==> run_1/layers.png <==
The bar under the picture is 20 um long.
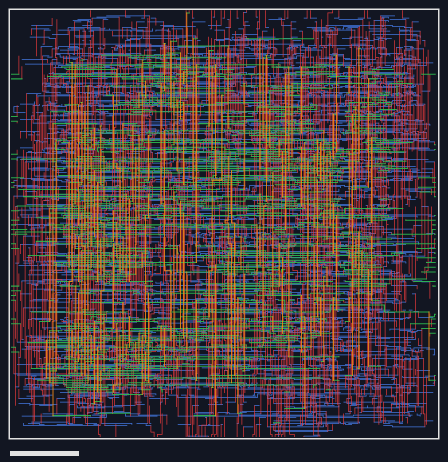
==> run_1/sizing.png <==
The bar under the picture is 20 um long.
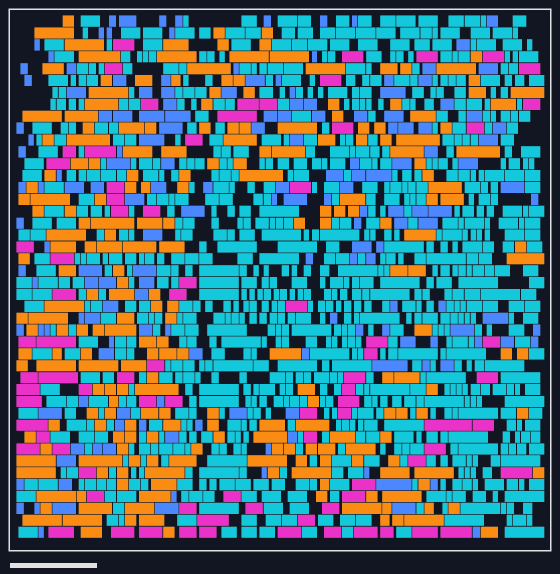
==> run_1/port_trees.png <==
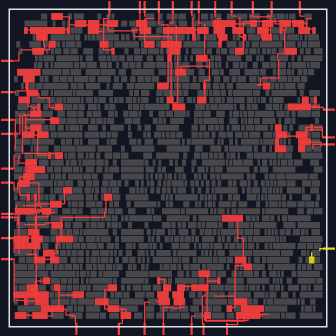
==> run_1/clock_nets.png <==
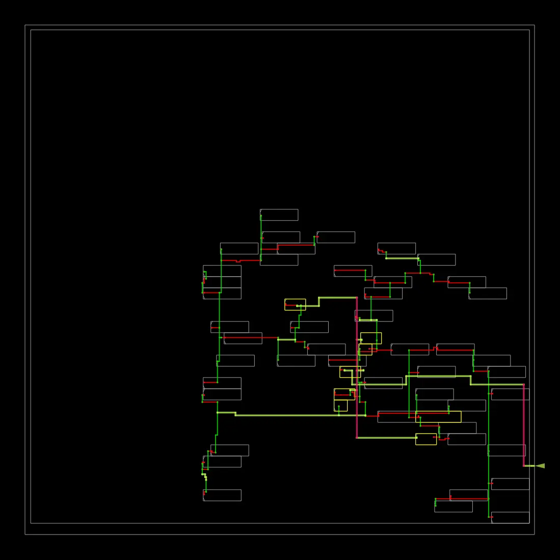
<file path="config.mk">
export PLATFORM = sky130hd
export DESIGN_NAME = fwrisc_alu_mc
export DESIGN_NICKNAME = d
export VERILOG_FILES = /design/src/rtl/fwrisc_alu_pkg.sv /design/src/rtl/fwrisc_shift_step.sv /design/src/rtl/fwrisc_alu_mc.sv
export SDC_FILE = /design/constraint.sdc
export NUM_CORES = 1
export LEC_CHECK = 0
export CORE_UTILIZATION = 55
export CTS_BUF_LIST = sky130_fd_sc_hd__clkbuf_8
export DETAILED_ROUTE_END_ITERATION = 16
export GPL_TIMING_DRIVEN = 0
export PLACE_DENSITY = 0.81
export SKIP_LAST_GASP = 1
export SLEW_MARGIN = 40
export SYNTH_ARGS = -nofsm -noshare
export SYNTH_HDL_FRONTEND = slang
export SYNTH_SLANG_ARGS = --single-unit
</file>
<file path="constraint.sdc">
create_clock -name clock -period 2.6 [get_ports clock]
set_clock_uncertainty 0.15 [all_clocks]
set_input_delay 0.65 -clock clock [delete_from_list [all_inputs] [get_ports clock]]
set_output_delay 0.65 -clock clock [all_outputs]
set_load 0.005 [all_outputs]
</file>
<file path="src/rtl/fwrisc_alu_pkg.sv">
// ============================================================================
// Module   : fwrisc_alu_pkg
// Brief    : Shared op codes, FSM states and helpers for the multi-cycle ALU.
// Revision : 1.0
// ============================================================================
`default_nettype none

package fwrisc_alu_pkg;

  typedef enum logic [3:0] {
    ALU_ADD  = 4'd0,
    ALU_SUB  = 4'd1,
    ALU_AND  = 4'd2,
    ALU_OR   = 4'd3,
    ALU_XOR  = 4'd4,
    ALU_SLL  = 4'd5,
    ALU_SRL  = 4'd6,
    ALU_SRA  = 4'd7,
    ALU_SLT  = 4'd8,
    ALU_SLTU = 4'd9
  } alu_op_t;

  typedef enum logic [1:0] {
    ST_IDLE  = 2'd0,
    ST_SHIFT = 2'd1,
    ST_DONE  = 2'd2
  } alu_state_t;

  function automatic logic is_shift(alu_op_t op);
    return (op == ALU_SLL) || (op == ALU_SRL) || (op == ALU_SRA);
  endfunction

endpackage

`default_nettype wire

</file>
<file path="src/rtl/fwrisc_shift_step.sv">
// ============================================================================
// Module   : fwrisc_shift_step
// Brief    : Combinational shift of one iteration, 0..SHIFT_STEP bit positions.
// Revision : 1.0
// ============================================================================
`default_nettype none

module fwrisc_shift_step
  import fwrisc_alu_pkg::*;
#(
  parameter int WIDTH      = 32,
  parameter int SHIFT_STEP = 1
) (
  input  logic [WIDTH-1:0]             data,
  input  logic [$clog2(SHIFT_STEP):0]  amount,
  input  logic [3:0]                   kind,
  output logic [WIDTH-1:0]             result
);

  always_comb begin
    result = data;
    case (alu_op_t'(kind))
      ALU_SLL: result = data << amount;
      ALU_SRL: result = data >> amount;
      ALU_SRA: result = $unsigned($signed(data) >>> amount);
      default: result = data;
    endcase
  end

endmodule

`default_nettype wire

</file>
<file path="src/rtl/fwrisc_alu_mc.sv">
// ============================================================================
// Module   : fwrisc_alu_mc
// Brief    : Multi-cycle ALU with iterative shifts, compares and valid/ready.
// Revision : 1.0
// ============================================================================
`default_nettype none

module fwrisc_alu_mc
  import fwrisc_alu_pkg::*;
#(
  parameter int WIDTH      = 32,
  parameter int SHIFT_STEP = 1
) (
  input  logic             clock,
  input  logic             reset,
  input  logic             in_valid,
  output logic             in_ready,
  input  logic [3:0]       op,
  input  logic [WIDTH-1:0] op_a,
  input  logic [WIDTH-1:0] op_b,
  output logic             out_valid,
  input  logic             out_ready,
  output logic [WIDTH-1:0] out,
  output logic             eqz,
  output logic             lt,
  output logic             ltu
);

  localparam int c_cnt_w  = $clog2(WIDTH);
  localparam int c_step_w = $clog2(SHIFT_STEP) + 1;

  alu_state_t           r_state;
  alu_state_t           w_state_nxt;
  alu_op_t              r_op;
  logic [c_cnt_w-1:0]   r_cnt;
  logic [WIDTH-1:0]     r_out;
  logic                 r_eqz;
  logic                 r_lt;
  logic                 r_ltu;

  alu_op_t              w_op;
  logic [c_cnt_w-1:0]   w_shamt;
  logic                 w_accept;
  logic                 w_shift_start;
  logic                 w_last;
  logic [c_step_w-1:0]  w_step;
  logic [WIDTH-1:0]     w_result;
  logic [WIDTH-1:0]     w_shifted;
  logic                 w_eqz;
  logic                 w_lt;
  logic                 w_ltu;

  assign w_op          = alu_op_t'(op);
  assign w_shamt       = op_b[c_cnt_w-1:0];
  assign w_accept      = in_valid && in_ready;
  assign w_shift_start = is_shift(w_op) && (w_shamt != '0);

  // Final iteration when what remains fits in one step; the step is then the remainder.
  assign w_last = (32'(r_cnt) <= 32'(SHIFT_STEP));
  assign w_step = w_last ? c_step_w'(r_cnt) : c_step_w'(SHIFT_STEP);

  assign w_eqz = (op_a == op_b);
  assign w_lt  = ($signed(op_a) < $signed(op_b));
  assign w_ltu = (op_a < op_b);

  always_comb begin
    w_result = op_a | op_b;
    case (w_op)
      ALU_ADD:  w_result = op_a + op_b;
      ALU_SUB:  w_result = op_a - op_b;
      ALU_AND:  w_result = op_a & op_b;
      ALU_XOR:  w_result = op_a ^ op_b;
      ALU_SLT:  w_result = {{(WIDTH-1){1'b0}}, w_lt};
      ALU_SLTU: w_result = {{(WIDTH-1){1'b0}}, w_ltu};
      ALU_SLL, ALU_SRL, ALU_SRA: w_result = op_a;
      default:  w_result = op_a | op_b;
    endcase
  end

  fwrisc_shift_step #(
    .WIDTH      (WIDTH),
    .SHIFT_STEP (SHIFT_STEP)
  ) u_shift_step (
    .data   (r_out),
    .amount (w_step),
    .kind   (r_op),
    .result (w_shifted)
  );

  always_ff @(posedge clock or negedge reset) begin
    if (!reset) begin
      r_state <= ST_IDLE;
    end else begin
      r_state <= w_state_nxt;
    end
  end

  // DONE with out_ready behaves exactly like IDLE so back-to-back ops issue every cycle.
  always_comb begin
    w_state_nxt = r_state;
    case (r_state)
      ST_IDLE, ST_DONE: begin
        if (w_accept) begin
          w_state_nxt = w_shift_start ? ST_SHIFT : ST_DONE;
        end else if (r_state == ST_DONE && out_ready) begin
          w_state_nxt = ST_IDLE;
        end
      end
      ST_SHIFT: begin
        if (w_last) begin
          w_state_nxt = ST_DONE;
        end
      end
      default: w_state_nxt = ST_IDLE;
    endcase
  end

  always_comb begin
    in_ready  = 1'b0;
    out_valid = 1'b0;
    case (r_state)
      ST_IDLE: in_ready = 1'b1;
      ST_DONE: begin
        in_ready  = out_ready;
        out_valid = 1'b1;
      end
      default: begin
        in_ready  = 1'b0;
        out_valid = 1'b0;
      end
    endcase
  end

  always_ff @(posedge clock or negedge reset) begin
    if (!reset) begin
      r_op  <= ALU_ADD;
      r_cnt <= '0;
      r_out <= '0;
      r_eqz <= 1'b0;
      r_lt  <= 1'b0;
      r_ltu <= 1'b0;
    end else if (w_accept) begin
      r_op  <= w_op;
      r_cnt <= w_shamt;
      r_out <= w_result;
      r_eqz <= w_eqz;
      r_lt  <= w_lt;
      r_ltu <= w_ltu;
    end else if (r_state == ST_SHIFT) begin
      r_out <= w_shifted;
      r_cnt <= r_cnt - c_cnt_w'(w_step);
    end
  end

  assign out = r_out;
  assign eqz = r_eqz;
  assign lt  = r_lt;
  assign ltu = r_ltu;

endmodule

`default_nettype wire

</file>
==> impl_metrics.yaml, run 1 <==
# physical design summary
global_route:
  gr-usage-met1_pct: 58.29
  grtUsageMet3_pct: 10.39
yosys:
  area_leaders: "ha_1 17%, dfrtp_1 14%, a21oi_1 8.5%"
  ys_cells: 1122
  yosys.stat.seqShare_pct: 14.16
  synth_cell_types: 84
  synth_flops: 46
  yosys-stat-area_sq_um: 8132
  top_area_share_pct: 16.77
  synth-compound-area-share_pct: 35.27
  syn_avg_cell_area_sq_um: 7.247
  topCombFamilyByArea: "AND-OR/OR-AND gates"
  simple_gate_share_pct: 18.70
die:
  coreArea_sq_um: 14480
  fp_util_pct: 56.16
  die_w_um: 123.6
placement:
  pre_cts_ws_ns: -2.002
status:
  status: "finished with violations"
  failed_checks: "setup timing"
setup_path:
  crit_arrival_ns: 3.39
  ff2ff_setup_slack_ns: -0.11
  critPathMaxStageDelay_ns: 0.51
  crit_top_cell: "a2111oi_4"
power_and_ir_drop:
  seq_power_share_pct: 23.2
  powerSeq_mw: 1.20
  finalPower_mw: 5.157
  p_int_mw: 2.726
  powerDensity_nw_per_um2: 424.3
  top_power_group: "combinational logic"
  switching_share_pct: 47.14
  power.switching_mw: 2.431
  ir_drop_mv: 0.2397
  leakage_nw: 5.091
timing:
  finalHoldWorstSlack_ns: 0.3406
  worst-slew-pin-transition_ns: 0.8149
  finalSetupViolCount: 29
  setup_ws_ns: -0.7254
  period_minus_slack_ns: 3.325
layout:
  layout.area.comb_sq_um: 7528
  largest_register_ffs: 32
cts:
  cts-root-buf: "clkbuf_8"
  cts.sinks: 46
  cts_buffers: 5
  cts_hold_buf: 1
run:
  warnings: 105
  max_cap_violations: 0
drt:
  routed.top_layer: "met4"
  route.met2.wl_um: 16260
  num_vias: 11020
min_path:
  min_to: "lt$_DFFE_PN0P_"
## Picture notes: layers.png
Key: M4 = orange [wire length 3690 um]; M1 = blue [wire length 13500 um]; M2 = red [wire length 16300 um]; M3 = green [wire length 5680 um]

## Picture notes: sizing.png
Key: x3 and x4 = orange [cells 231, share 17%]; x1 and smaller = cyan [cells 874, share 65%]; x2 = blue [cells 166, share 12%]; x6 and larger = magenta [cells 80, share 5.9%]
post-route cell area: 12150 sq um
Setup WS post-layout: -0.7254 ns
Non-clock buffers: 296
Synth-to-Final Area Change: 49.47%

## Picture notes: port_trees.png
Key: op_a = red [bits 32, direction input, edge 12 top, 10 left, 7 bottom, 3 right, end cells 140, buffers 33, wire 1400 um]; out_valid = yellow [bits 1, direction output, edge right, end cells 1, buffers 1, wire 5.40 um]
PortBufs: 104
I/O Pins: 109

## Picture notes: clock_nets.png
seq_cells: 46
Clock Power: 0.591 mW

## run 1: cell usage in the layout, fill, tap and decap left out, types with 9 or more instances in the layout
cell / netlist / layout
buf_8: 0 / 11
o21ai_0: 79 / 65
nor2_1: 75 / 58
clkbuf_8: 10 / 16
o211ai_1: 26 / 26
buf_4: 1 / 113
inv_1: 99 / 50
a21oi_2: 1 / 22
a21o_1: 9 / 9
buf_6: 7 / 31
nand2_1: 122 / 117
inv_2: 3 / 28
ha_1: 109 / 77
a221oi_1: 13 / 10
clkbuf_2: 1 / 26
buf_2: 4 / 12
ha_4: 0 / 28
nor3_1: 18 / 11
nor2_4: 0 / 12
o21ai_2: 1 / 10
dfrtp_1: 46 / 46
nand2b_1: 14 / 12
a21oi_1: 138 / 103
a31oi_1: 12 / 9
o21bai_1: 12 / 10
clkdlybuf4s50_1: 0 / 50
mux2i_1: 17 / 17
clkbuf_1: 50 / 11
nand4_1: 16 / 16
clkbuf_4: 0 / 9
nand3_1: 19 / 15
o21ai_1: 14 / 18
a21oi_4: 0 / 14
a222oi_1: 11 / 11
xnor2_1: 16 / 13
inv_4: 0 / 9
a22oi_1: 18 / 17
## run 1: area by class of cell
| cell class | instances | area share [%] |
|---|---|---|
| Buffer | 68 | 4.694 |
| Clock inverter | 3 | 0.3912 |
| Clock buffer | 5 | 0.5662 |
| Sequential cell | 46 | 9.471 |
| Tap cell | 184 | 1.894 |
| Multi-Input combinational cell | 899 | 61.94 |
| Inverter | 102 | 4.149 |
| Timing Repair Buffer | 228 | 16.89 |
## run 1: kinds of logic after synthesis
group | count (synthesis)
AND-OR/OR-AND | 431
XOR/XNOR | 18
adder cells (fa/ha/maj) | 111
buffers and inverters | 177
flip-flops | 46
multiplexers | 20
AND/OR/NAND/NOR | 319
--- run 2 (diff from run 1) ---
--- a/config.mk
+++ b/config.mk
@@ -5,11 +5,12 @@
 export SDC_FILE = /design/constraint.sdc
 export NUM_CORES = 1
 export LEC_CHECK = 0
-export CORE_UTILIZATION = 55
+export ABC_CLOCK_PERIOD_IN_PS = 2600
+export CORE_UTILIZATION = 58
 export CTS_BUF_LIST = sky130_fd_sc_hd__clkbuf_8
 export DETAILED_ROUTE_END_ITERATION = 16
 export GPL_TIMING_DRIVEN = 0
-export PLACE_DENSITY = 0.81
+export PLACE_DENSITY = 0.85
 export SKIP_LAST_GASP = 1
 export SLEW_MARGIN = 40
 export SYNTH_ARGS = -nofsm -noshare
==> run 2 against run 1 <==
  * The flow now stops in 5_1_grt
  * Area after synthesis unchanged
  * Synthesized cell count unchanged
==> impl_metrics.yaml, run 2 <==
# implementation run metrics
yosys:
  fp_nets: 1305
  syn_inst: 1122
  ys_cells: 1122
  synth_top_cell_by_area: "ha_1"
  synth_flops: 46
  area_leaders: "ha_1 17%, dfrtp_1 14%, a21oi_1 8.5%"
  edf_count: 0
  top_area_share_pct: 16.77
  async_flop_share_pct: 100.0
  syn_area_sq_um: 8132
  yosysMostFrequentCell: "a21oi_1"
  synthTopCellsByCount: "138 x a21oi_1, 122 x nand2_1, 109 x ha_1"
  yosys-stat-area_sq_um: 8132
  synth_cell_types: 84
  synth_warnings: 0
  synth-main-ff-cell: "dfrtp_1"
  syn_avg_cell_area_sq_um: 7.247
  yosys.stat.seqShare_pct: 14.16
timing:
  worst-endpoint-pin-kind: "register data pin"
  crit_endpoint: "out[26]$_DFFE_PN0P_/D"
die:
  fp_util_pct: 60.44
  fp-row-count: 42
  die_w_um: 120.4
  pin_count: 109
  fp.dieH_um: 120.4
cts:
  cts_buffers: 5
  cts_buffer_depth: 2
  cts.sinks: 46
  cts-root-buf: "clkbuf_8"
  htree_levels: 2
placement:
  place_inst: 1403
  place.gp.congestion: 1.027
  hpwl_um: 25440
  io_buffer_count: 104
  place_area_sq_um: 9858
global_route:
  antenna_found_initial: 9
  grt_usage_pct: 70.42
  grt_max_degree: 43
  grt_overflow: 3
status:
  firstError: "[ERROR GRT-0232] Routing congestion too high. Check the congestion heatmap in the GUI."
  stop_stage: "5_1_grt"
  status: "aborted with a tool error"
[run 2: cell counts after synthesis]
Identical to the previous run, type by type.
[run 2: stage by stage]
stage / utilization [%] / power [mW] / worst slack, ns / TNS [ns]
after CTS: 83.65 / 4.525 / -0.8071 / -12.89
after floorplan: - / 2.644 / -0.4958 / -5.580
after detailed placement: 73.28 / 3.724 / -1.952 / -57.16
after global placement: 73.09 / 3.660 / -2.117 / -78.44
[run 2: layer usage]
layer / overflow / track usage [%]
met5: 0 / 20.96
met4: 2 / 61.03
met1: 0 / 72.71
met3: 0 / 54.15
met2: 1 / 89.22
[run 2: cell families after synthesis]
family	synth area share [%]
AOI/OAI and AO/OA	35.27
and+or+nand+nor	18.70
buffers and inverters	10.17
adders and majority gates	17.26
DFF	14.16
muxes	2.508
xor gates and xnor gates	1.939
[run 2: what timing repair did]
action                                  4_1_cts
endpoints found under the setup margin       45
endpoints found under the hold margin         4
setup buffers                                75
resized                                     389
hold buffers                                  1
pin swaps                                   106
--- run 3 (diff from run 2) ---
--- a/config.mk
+++ b/config.mk
@@ -6,11 +6,10 @@
 export NUM_CORES = 1
 export LEC_CHECK = 0
 export ABC_CLOCK_PERIOD_IN_PS = 2600
-export CORE_UTILIZATION = 58
-export CTS_BUF_LIST = sky130_fd_sc_hd__clkbuf_8
+export CORE_UTILIZATION = 40
 export DETAILED_ROUTE_END_ITERATION = 16
 export GPL_TIMING_DRIVEN = 0
-export PLACE_DENSITY = 0.85
+export PLACE_DENSITY_LB_ADDON = 0.15
 export SKIP_LAST_GASP = 1
 export SLEW_MARGIN = 40
 export SYNTH_ARGS = -nofsm -noshare
==> run_3/sizing.png <==
The bar under the picture is 50 um long.
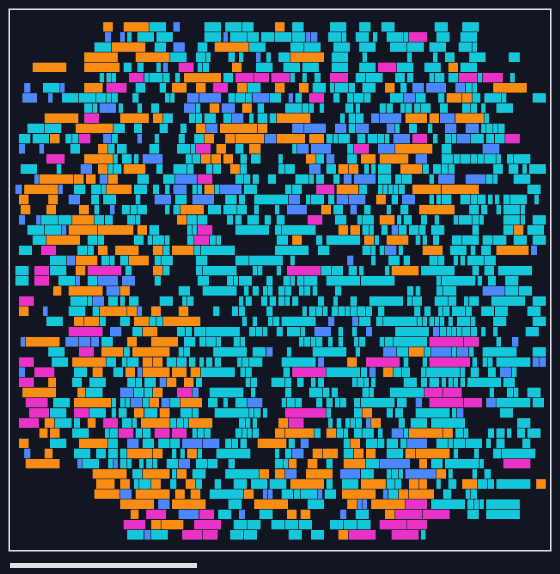
Key: x6 and larger = magenta [cells 70, share 5.3%]; x3 and x4 = orange [cells 212, share 16%]; x2 = blue [cells 148, share 11%]; x1 and smaller = cyan [cells 897, share 68%]
post-route cell area: 12090 sq um
Synth-to-Final Area Change: 48.70%
Non-clock buffers: 272
Setup WS post-layout: -0.6944 ns

==> run 3 against run 2 <==
  * The flow now finishes with violations (setup timing)
  * Area after synthesis is the same
  * Synthesized cell count did not move
==> impl_metrics.yaml, run 3 <==
# physical design summary
status:
  status: "finished with violations"
  failed_checks: "setup timing"
yosys:
  topCombFamilyByArea: "AND-OR/OR-AND gates"
  simple_gate_share_pct: 18.70
  edf_count: 0
  ys_sh_adder_pct: 17.26
  async_flop_share_pct: 100.0
  syn_area_sq_um: 8132
  yosys.stat.seqShare_pct: 14.16
  synth_cell_types: 84
global_route:
  grt_overflow: 0
  antenna_found_initial: 1
power_and_ir_drop:
  leakage_nw: 5.032
  p_int_mw: 2.964
  powerSeq_mw: 1.20
die:
  fp_util_pct: 41.24
  die_w_um: 144.6
timing:
  setup_ws_ns: -0.6944
  finalSetupViolCount: 28
cts:
  cts_buffer_depth: 2
run:
  warnings: 105
drt:
  num_vias: 10020
-- run 3: how the worst max path moves through the flow --
stage	endpoint	slack [ns]
global placement	out[30]$_DFFE_PN0P_	-2.17
detailed placement	out[24]$_DFFE_PN0P_	-2.03
CTS	out[29]$_DFFE_PN0P_	-0.81
global route	out[29]$_DFFE_PN0P_	-0.78
finish	out[25]$_DFFE_PN0P_	-0.69
floorplan	out[30]$_DFFE_PN0P_	-0.50
-- run 3: cell type report --
cell class / instances / area, sq um
Buffer: 68 / 551.8
Clock buffer: 6 / 138.9
Clock inverter: 2 / 60.06
Fill cell: 1792 / 7626
Inverter: 102 / 480.5
Multi-Input combinational cell: 899 / 7496
Sequential cell: 46 / 1151
Tap cell: 265 / 331.6
Timing Repair Buffer: 204 / 1882
-- run 3: through the flow --
step / utilization, % / setup WS, ns / TNS, ns
CTS: 57.12 / -0.8143 / -17.05
global placement: 50.43 / -2.174 / -91.11
detailed placement: 50.57 / -2.033 / -59.27
floorplan: - / -0.4958 / -5.580
finish: 61.32 / -0.6944 / -12.48
global route: 61.32 / -0.7819 / -14.68
-- run 3: per-layer routing --
layer / routed length (um) / GRT usage (%)
met5: 12 / 0
met4: 1833 / 15.29
met3: 3615 / 4.901
met2: 16700 / 55.36
met1: 14550 / 46.29
-- run 3: kinds of logic after synthesis --
| logic type | after synthesis |
|---|---|
| AOI/OAI and AO/OA | 431 |
| buffers and inverters | 177 |
| DFF | 46 |
| xor gates and xnor gates | 18 |
| and+or+nand+nor | 319 |
| adders and majority gates | 111 |
| muxes | 20 |
-- run 3: repair_timing --
item / in CTS / in global routing
resized: 332 / 218
buffers inserted: 68 / 34
endpoints found under the setup margin: 45 / 41
pin swaps: 78 / 92
Power and IR drop assume default switching activity.
